$ cat src/rtl/fp_expand_if.sv
// Bundle carrying the float triple in, the linear result out, and status.
// Pure wiring, no latency of its own.
// Backpressure is carried on in_ready (upstream side) and out_ready (downstream side).
interface fp_expand_if;
  logic        in_valid;
  logic        in_ready;
  logic        s;
  logic [2:0]  e;
  logic [4:0]  f;
  logic        out_valid;
  logic        out_ready;
  logic [12:0] d_out;
  logic        busy;

  // Driver side: supplies triples and consumes results.
  modport master (
    output in_valid, s, e, f, out_ready,
    input  in_ready, out_valid, d_out, busy
  );

  // Expander side.
  modport slave (
    input  in_valid, s, e, f, out_ready,
    output in_ready, out_valid, d_out, busy
  );
endinterface

$ cat src/rtl/fp_expand.sv
// Rebuilds a 13-bit two's-complement value from a sign/exponent/significand triple.
// Latency: E+1 cycles from accept edge to out_valid; one left shift per clock.
// Backpressure: result held stable in HOLD until out_ready; in_ready only in IDLE.
module fp_expand (
  input  logic        clk,
  input  logic        rst_n,
  fp_expand_if.slave  io
);

  localparam logic [1:0] IDLE  = 2'd0;
  localparam logic [1:0] SHIFT = 2'd1;
  localparam logic [1:0] SIGN  = 2'd2;
  localparam logic [1:0] HOLD  = 2'd3;

  logic [1:0]  state_q, state_d;
  logic        s_q, s_d;
  logic [2:0]  cnt_q, cnt_d;
  logic [12:0] mag_q, mag_d;
  logic [12:0] d_out_q, d_out_d;
  logic        out_valid_q, out_valid_d;

  assign io.in_ready  = (state_q == IDLE);
  assign io.busy      = (state_q == SHIFT) || (state_q == SIGN);
  assign io.out_valid = out_valid_q;
  assign io.d_out     = d_out_q;

  // Next-state and datapath: capture, shift E times, apply sign, hold for handshake.
  always_comb begin
    state_d     = state_q;
    s_d         = s_q;
    cnt_d       = cnt_q;
    mag_d       = mag_q;
    d_out_d     = d_out_q;
    out_valid_d = out_valid_q;
    case (state_q)
      IDLE: begin
        if (io.in_valid) begin
          s_d     = io.s;
          mag_d   = {8'b0, io.f};
          cnt_d   = io.e;
          state_d = (io.e != 3'd0) ? SHIFT : SIGN;
        end
      end
      SHIFT: begin
        mag_d = mag_q << 1;
        cnt_d = cnt_q - 3'd1;
        if (cnt_q == 3'd1) begin
          state_d = SIGN;
        end
      end
      SIGN: begin
        // Magnitude never exceeds 0x0F80, so negation cannot overflow 13 bits;
        // negating zero yields zero.
        d_out_d     = s_q ? (~mag_q + 13'd1) : mag_q;
        out_valid_d = 1'b1;
        state_d     = HOLD;
      end
      HOLD: begin
        if (io.out_ready) begin
          out_valid_d = 1'b0;
          state_d     = IDLE;
        end
      end
      default: begin
        state_d = IDLE;
      end
    endcase
  end

  // State registers with asynchronous clear.
  always_ff @(posedge clk or negedge rst_n) begin
    if (!rst_n) begin
      state_q     <= IDLE;
      s_q         <= 1'b0;
      cnt_q       <= 3'd0;
      mag_q       <= 13'd0;
      d_out_q     <= 13'd0;
      out_valid_q <= 1'b0;
    end else begin
      state_q     <= state_d;
      s_q         <= s_d;
      cnt_q       <= cnt_d;
      mag_q       <= mag_d;
      d_out_q     <= d_out_d;
      out_valid_q <= out_valid_d;
    end
  end

endmodule

$ cat src/flat_wrapper.sv
// flat-port wrapper written by rule: the top's interface ports become plain ports
module fp_expand_flat 
  (clk, rst_n, io_in_valid, io_s, io_e, io_f, io_out_ready, io_in_ready, io_out_valid, io_d_out, io_busy);
  fp_expand_if io_i ();
  input  logic clk;
  input  logic rst_n;
  input wire logic [$bits(io_i.in_valid)-1:0] io_in_valid;
  input wire logic [$bits(io_i.s)-1:0] io_s;
  input wire logic [$bits(io_i.e)-1:0] io_e;
  input wire logic [$bits(io_i.f)-1:0] io_f;
  input wire logic [$bits(io_i.out_ready)-1:0] io_out_ready;
  output wire logic [$bits(io_i.in_ready)-1:0] io_in_ready;
  output wire logic [$bits(io_i.out_valid)-1:0] io_out_valid;
  output wire logic [$bits(io_i.d_out)-1:0] io_d_out;
  output wire logic [$bits(io_i.busy)-1:0] io_busy;
  assign io_i.in_valid = io_in_valid;
  assign io_i.s = io_s;
  assign io_i.e = io_e;
  assign io_i.f = io_f;
  assign io_i.out_ready = io_out_ready;
  assign io_in_ready = io_i.in_ready;
  assign io_out_valid = io_i.out_valid;
  assign io_d_out = io_i.d_out;
  assign io_busy = io_i.busy;
  fp_expand u_core (.clk(clk), .rst_n(rst_n), .io(io_i));
endmodule
$ cat config.mk
export PLATFORM = sky130hd
export DESIGN_NAME = fp_expand_flat
export DESIGN_NICKNAME = d
export VERILOG_FILES = /design/src/rtl/fp_expand_if.sv /design/src/rtl/fp_expand.sv /design/src/flat_wrapper.sv
export SDC_FILE = /design/constraint.sdc
export NUM_CORES = 1
export LEC_CHECK = 0
export ABC_AREA = 1
export CAP_MARGIN = 10
export CORE_ASPECT_RATIO = 1.75
export CORE_MARGIN = 2
export CORE_UTILIZATION = 51
export CTS_BUF_LIST = sky130_fd_sc_hd__clkbuf_8
export CTS_CLUSTER_DIAMETER = 60
export DETAILED_ROUTE_END_ITERATION = 7
export PLACE_DENSITY = 0.77
export SLEW_MARGIN = 20
export SYNTH_ARGS = -nofsm -noshare
export SYNTH_HDL_FRONTEND = slang
export SYNTH_SLANG_ARGS = --single-unit
$ cat constraint.sdc
create_clock -name clk -period 2.6 [get_ports clk]
set_input_delay 0.26 -clock clk [delete_from_list [all_inputs] [get_ports clk]]
set_output_delay 0.26 -clock clk [all_outputs]
set_load 0.005 [all_outputs]
Fig. 1: run 1, floorplan with the power grid
The bar under the picture is 10 um long. Pins as bars on the die edge.
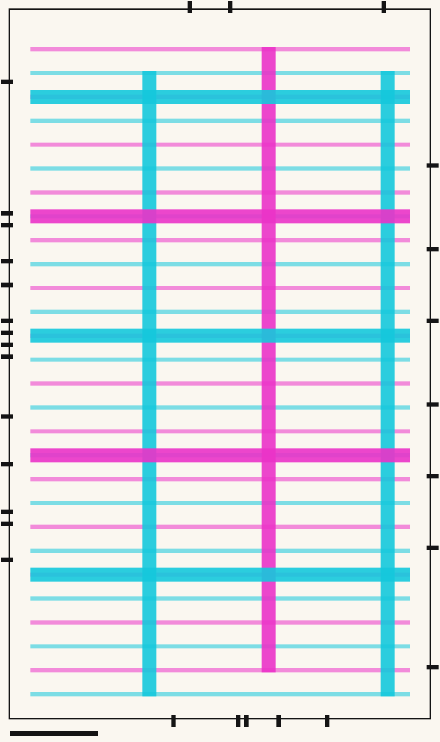
[magenta] VDD
[cyan] VSS
met1 rails: 28
met5 straps: 5
rows: 27
met4 straps: 3

Fig. 2: run 1, signal wires on met2
The bar under the picture is 10 um long.
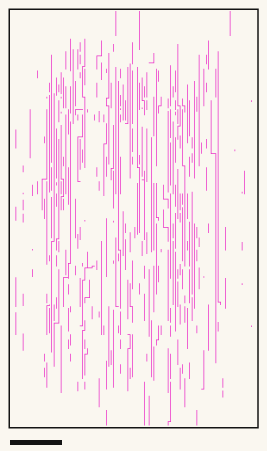
share of all routed wire: 54%
main direction: vertical
wire length on this layer: 1890 um
longest straight run: 48.4 um
nets with wire on the layer: 212

Fig. 3: run 1, signal wires by layer
The bar under the picture is 10 um long. Only two layers are drawn.
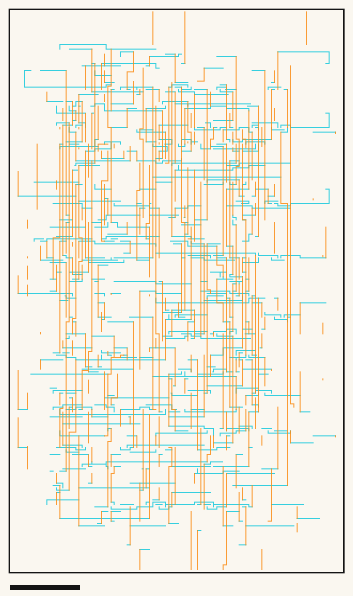
[orange] met2 | wire length: 1890 um
[cyan] met1 | wire length: 1370 um

==> impl_metrics.yaml, run 1 <==
# yosys + openroad results
final_timing:
  timing.final.crit_period_ns: 2.01
  hold_ws_ns: 0.374
  finClkSkew_ns: 0.00636
  period_used_pct: 77.2
  maxSlewViolCount: 0
  grt_setup_unrepaired: "false"
power_and_ir_drop:
  p_seq_mw: 0.914
  p_sw_mw: 1.18
grt:
  grt_use_met2_pct: 36.8
  overflow: 0
floorplan:
  die_h_um: 80.6
  n_tap_cell: 43
  die_w_um: 47.8
  initCoreUtil_pct: 53.9
layout:
  lay_top_cells: "nand2_1 (61), dfrtp_1 (33), clkdlybuf4s50_1 (28)"
  comb-cell-share_pct: 35.6
  seq_area_sq_um: 826
  logic_gate_count: 145
  seq-cell-share_pct: 39.1
critical_path:
  cp_common_cell: "o21ai_0"
  critPathTopFamily: "buffers and inverters"
  crit_chain: "inv_1 -> ha_1 -> clkinv_1 -> o21ai_0 -> nand2_1 -> o21ai_0"
  r2r_start: "u_core.state_q[0]$_DFFE_PN0P_"
  cp_num_buf_inv: 2
  cp-start-kind: "flip-flop"
  worstRegToRegCells: 6
route:
  wirelength_um: 3520
  via_per_inst: 5.17
  ant_nets: 0
placed_design:
  dpl.cell_count: 277
  dpl-instance-area_sq_um: 2030
  post-place-ws_ns: 0.593
logic_synthesis:
  yosys-stat-area_sq_um: 1710
  numSynthFlops: 33
  synth.cell_area_sq_um: 1710
outcome:
  status: "finished clean"
clocking:
  ctsResizeCount: 0
  post_cts_buffers: 0
run:
  maxCapViolCount: 0
--- run 2 (diff from run 1) ---
--- a/config.mk
+++ b/config.mk
@@ -9,11 +9,11 @@
 export CAP_MARGIN = 10
 export CORE_ASPECT_RATIO = 1.75
 export CORE_MARGIN = 2
-export CORE_UTILIZATION = 51
+export CORE_UTILIZATION = 49
 export CTS_BUF_LIST = sky130_fd_sc_hd__clkbuf_8
 export CTS_CLUSTER_DIAMETER = 60
 export DETAILED_ROUTE_END_ITERATION = 7
-export PLACE_DENSITY = 0.77
+export PLACE_DENSITY = 0.78
 export SLEW_MARGIN = 20
 export SYNTH_ARGS = -nofsm -noshare
 export SYNTH_HDL_FRONTEND = slang
==> constraint.sdc (replaced) <==
create_clock -name clk -period 1.75 [get_ports clk]
set_input_delay 0.175 -clock clk [delete_from_list [all_inputs] [get_ports clk]]
set_output_delay 0.175 -clock clk [all_outputs]
set_load 0.005 [all_outputs]
==> run 2 against run 1 <==
  * Clock skew fell by 0.00058 ns
  * Register-to-register slack got worse by 0.40 ns
  * Sequential share of layout area fell by 1.4 points
  * First-iteration DRC count fell by 11%
  * Global-route usage fell by 2.2 points
  * Highest routed layer unchanged
==> impl_metrics.yaml, run 2 <==
# yosys + openroad results
logic_synthesis:
  numSynthFlops: 33
  top_cell_area_share_pct: 48.3
  synth_cell_types: 24
  yosys-stat-area_sq_um: 1710
  ys_cells: 209
  simple_gate_area_share_pct: 20.8
clocking:
  numCtsBuffers: 5
  post_cts_buffers: 1
  ctsResizeCount: 2
final_timing:
  timing.final.crit_period_ns: 1.68
  finClkSkew_ns: 0.00578
  hold_ws_ns: 0.289
  maxSlewViolCount: 0
  period_used_pct: 96.0
layout:
  seq_area_sq_um: 826
  seq-cell-share_pct: 37.7
  comb_area_sq_um: 764
  comb-cell-share_pct: 34.9
  logic_gate_count: 145
critical_path:
  r2r_start: "u_core.state_q[1]$_DFFE_PN0P_"
  crit_path_end_kind: "output port"
  cp_num_buf_inv: 2
  cp-start-kind: "flip-flop"
  arrival_ns: 1.51
  critPathTopFamily: "buffers and inverters"
  crit_chain: "inv_2 -> ha_4 -> clkdlybuf4s50_1"
  worstRegToRegCells: 7
route:
  ant_nets: 0
  wirelength_um: 3650
  via_per_inst: 5.17
grt:
  grt_pass1_vias: 1450
  grt_use_met2_pct: 37.3
outcome:
  status: "finished clean"
placed_design:
  post-place-ws_ns: 0.163
  dpl-instance-area_sq_um: 2070
  dpl.cell_count: 284
floorplan:
  n_tap_cell: 45
  initCoreUtil_pct: 50.9
power_and_ir_drop:
  maxPowerGroup: "combinational logic"
  p_seq_mw: 1.34
  p_sw_mw: 1.80
Fig. 4: run 2, floorplan with the power grid
The bar under the picture is 10 um long. Pins as bars on the die edge.
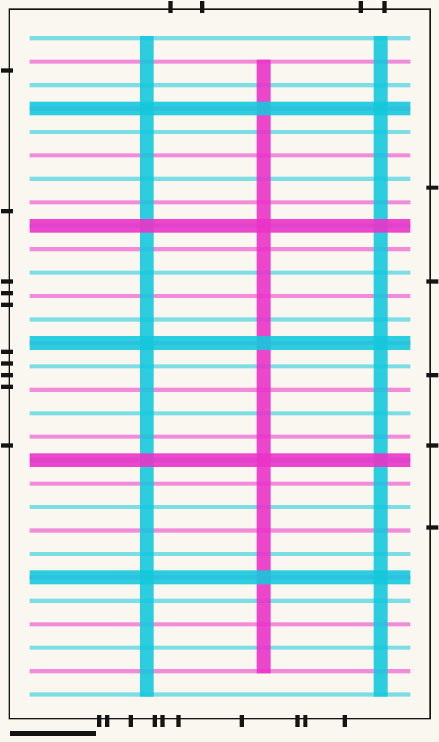
[cyan] VSS
[magenta] VDD
met1 rails: 29
met5 straps: 5
signal pins: 29
met4 straps: 3
rows: 28
chip width: 48.7 um
Core Box Area: 3360 sq um

Fig. 5: run 2, met3 routing
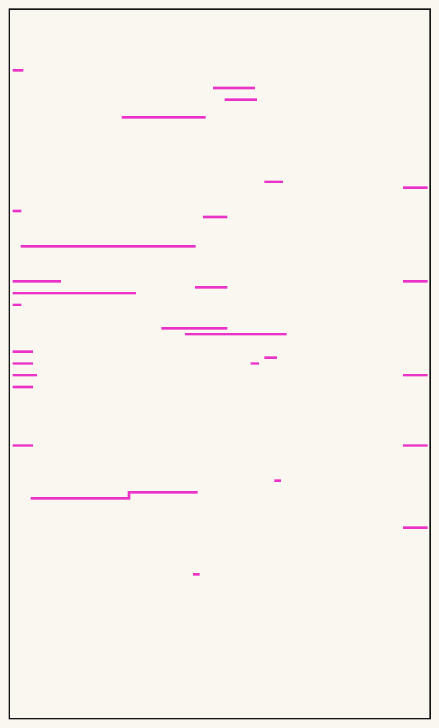
main direction: horizontal
nets with wire on the layer: 22

